==> config.mk <==
export PLATFORM = sky130hd
export DESIGN_NAME = electr_config_loader
export DESIGN_NICKNAME = d
export VERILOG_FILES = /design/src/rtl/electr_config_loader.sv
export SDC_FILE = /design/constraint.sdc
export NUM_CORES = 1
export LEC_CHECK = 0
export ABC_AREA = 1
export CORE_MARGIN = 1
export CORE_UTILIZATION = 59
export CTS_CLUSTER_DIAMETER = 80
export DETAILED_ROUTE_END_ITERATION = 8
export HOLD_SLACK_MARGIN = 0.02
export PLACE_DENSITY = 0.85
export SYNTH_ARGS = -nofsm -noshare
export SYNTH_HDL_FRONTEND = slang
export SYNTH_SLANG_ARGS = --single-unit
==> constraint.sdc <==
create_clock -name CLK -period 3.3 [get_ports CLK]
set_input_delay 0.66 -clock CLK [delete_from_list [all_inputs] [get_ports CLK]]
set_output_delay 0.66 -clock CLK [all_outputs]
set_load 0.01 [all_outputs]
==> images/cell_classes.png <==
Fill, decap, tap and diode cells in gray.
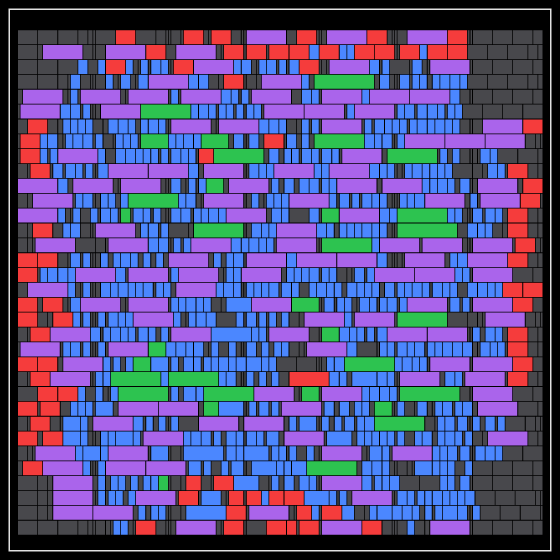
| class | color | cells | share of their area |
|---|---|---|---|
| other buffers and delay cells | red | 79 | 12% |
| all other logic | blue | 600 | 40% |
| flip-flops | purple | 131 | 39% |
| clock drivers and dummy loads | green | 32 | 9.1% |
Layout Cell Area excl Fill: 6840 µm²
Std-Cell Rows: 34

==> images/clock_map.png <==
Scale bar: 20 µm.
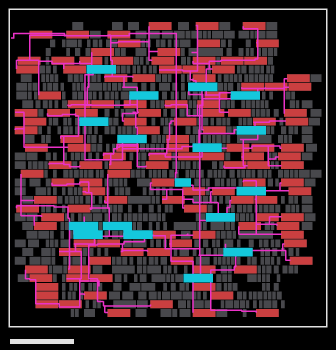
[clock wires] magenta | length: 1480 µm
[flip-flops] red | count: 131
[cells driving clock nets] cyan | count: 17
routed clock nets: 18
flops lie: all over the die
clock skew: 7.14 ps
Clk Latency, worst-skew pair: 520 ps
clock share of power: 52.6%

==> images/metal_stack.png <==
Scale bar: 20 µm. Only two layers are drawn.
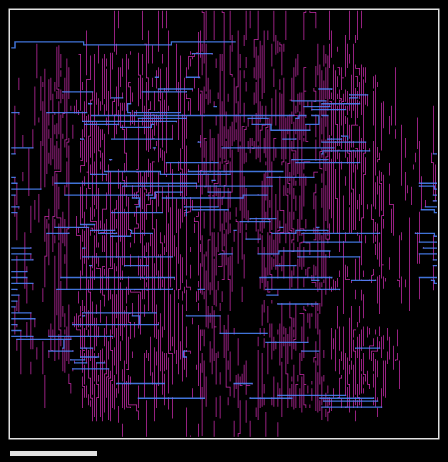
| layer | color | wire length |
|---|---|---|
| met2 | magenta | 6920 µm |
| met3 | blue | 1220 µm |
All-Layer GR Usage: 30.3%
DR vias: 5385
total wire length after detailed routing: 14200 µm
wire per inst: 15.0 µm

==> images/registers.png <==
Scale bar: 20 µm. Other sequential cells in the stronger gray, the rest of the logic in the fainter gray.
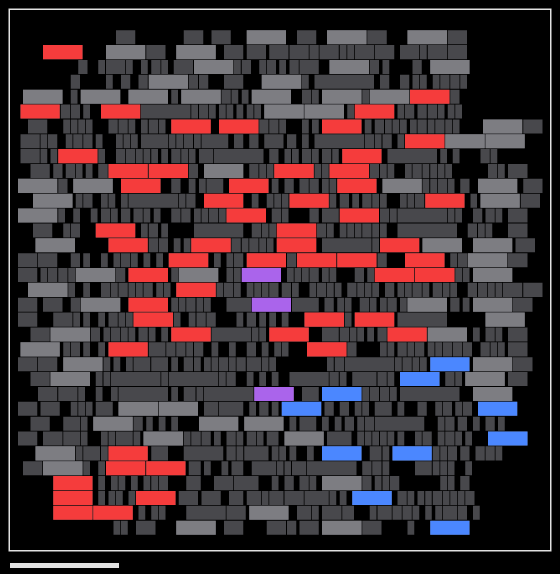
| signal | color | placed flops |
|---|---|---|
| `r_to_cnt` | blue | 10 |
| `r_shadow` | red | 55 |
| `r_byte_cnt` | purple | 3 |
not colored: 63
Seq group: 1.59 mW
combined flip-flop and latch cell area: 2620 µm²
proportion of cell area occupied by registers: 38.4%
final core utilization: 76.9%

==> images/final_clocks.png <==
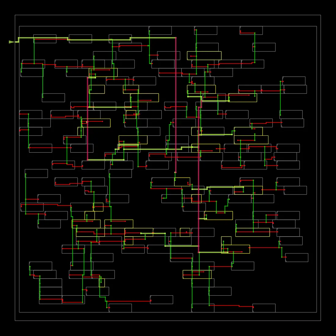
clock buffer count from CTS: 17
clock group total power: 1.92 mW
clock buffer instance count of the final layout: 19
total number of clock tree sinks: 131
num sequential: 131

==> Implementation_results.wiki <==
== Run summary ==
{| class="wikitable"
! Metric !! Value
|-
| Top Ports || 73
|-
| Die y size || 98.8 µm
|-
| Async set or reset register ratio after synthesis || 0%
|-
| Clock-pin slew of the registers on the worst-case setup and hold paths || 60 ps
|-
| Sequential-to-total area share from yosys stat || 47.4%
|-
| Cell depth of the worst min-delay path || 2
|-
| Crit path time final || 2420 ps
|-
| Min-delay worst type || reg2reg
|-
| Dominant register cell || dfxtp_1
|-
| Chip area || 9770 µm²
|-
| Filler cells || 617
|-
| Number of flops mapped to enable cells by yosys || 0
|-
| First-pass GRT wire length || 23600 µm
|-
| GR Layer Usage met3 || 7.09%
|-
| Count of hold-fix buffers inserted at cts || 0
|-
| Unrepaired setup endpoints after global routing || false
|-
| PortBufs || 72
|-
| Overall Power || 3.65 mW
|-
| Standard cell with the maximum stage delay on the critical path || inv_2
|-
| Final GP Congestion || 0.862
|-
| Result of the run || finished, final reports clean
|-
| Core utilization before placement || 62.2%
|-
| Largest vdd supply drop || 0.339 mV
|-
| Antenna diode count || 0
|-
| # Max-Cap Violations || 0
|-
| Synth flops || 131
|-
| Met2 Usage GRT || 51.3%
|-
| Number of nets still failing antenna checks after routing || 0
|-
| Worst Path Required || 3670 ps
|-
| Total negative slack for setup checks || 0 ps
|-
| Ratio of final minimum period to clock period || 73.4%
|-
| Combined area of the multi-input logic cells || 2550 µm²
|-
| Postcts setup bufs || 0
|-
| Layout cell share with drive strength beyond 1 || 6.53%
|}
## worst max-delay path, delay by kind of cell, from the launching register on
family / cells / cell delay (ps)
buf+inv: 5 / 760
simple gates: 5 / 960
flops: 1 / 410
compound gates: 1 / 90
## power breakdown
part           leakage (nW)  switching, mW  internal, mW
clock                 0.300          0.718          1.20
sequential             1.06        0.00415          1.59
combinational         0.982          0.102        0.0341
total                  2.34          0.825          2.82
## stage by stage
stage                     hold WS (ps)  utilization [%]  cells  worst slack (ps)
after CTS                          446             76.9    950               920
after global routing               466             76.9    950               654
after global placement             436             70.0    918               577
final                              445             76.9    950               879
after detailed placement           436             70.0    918               505
after floorplan                    425                -    777              1490
## metal layers
metal | vias to the layer above | share of wire, %
met5 | - | 0
met4 | 0 | 2.3
met3 | 35 | 8.6
met2 | 267 | 49
met1 | 2479 | 40
li1 | 2604 | -
## final cells by class
class	count	area share [%]
Sequential cell	131	38.4
Inverter	36	2.01
Clock inverter	13	2.47
Clock buffer	19	6.46
Multi-Input combinational cell	564	37.3
Timing Repair Buffer	79	11.4
Tap cell	108	1.98
## logic make-up (layout without fill, tap and decap cells)
group	count (synthesis)	after routing	synth area share, %
compound gates	180	180	16.9
xor+xnor	2	2	0.317
fa+ha+maj	7	7	1.58
buf+inv	82	147	6.47
flops	131	131	47.4
simple gates	375	375	27.3
## cell usage in the layout, fill, tap and decap left out, types with 2 or more instances in the layout
master,n
clkbuf_16,16
a311oi_1,7
clkinv_4,2
nand3_1,16
buf_4,6
nor2_1,48
clkbuf_8,3
a21oi_1,125
bufinv_16,3
nor3_1,3
clkinv_2,2
clkdlybuf4s50_1,71
inv_6,5
dfxtp_1,131
or2_2,3
nor2_8,3
o21ai_0,45
xor2_1,2
nand3b_1,2
inv_2,6
ha_1,7
inv_1,29
nand2_1,297
Power is estimated from default activity; no workload was simulated.
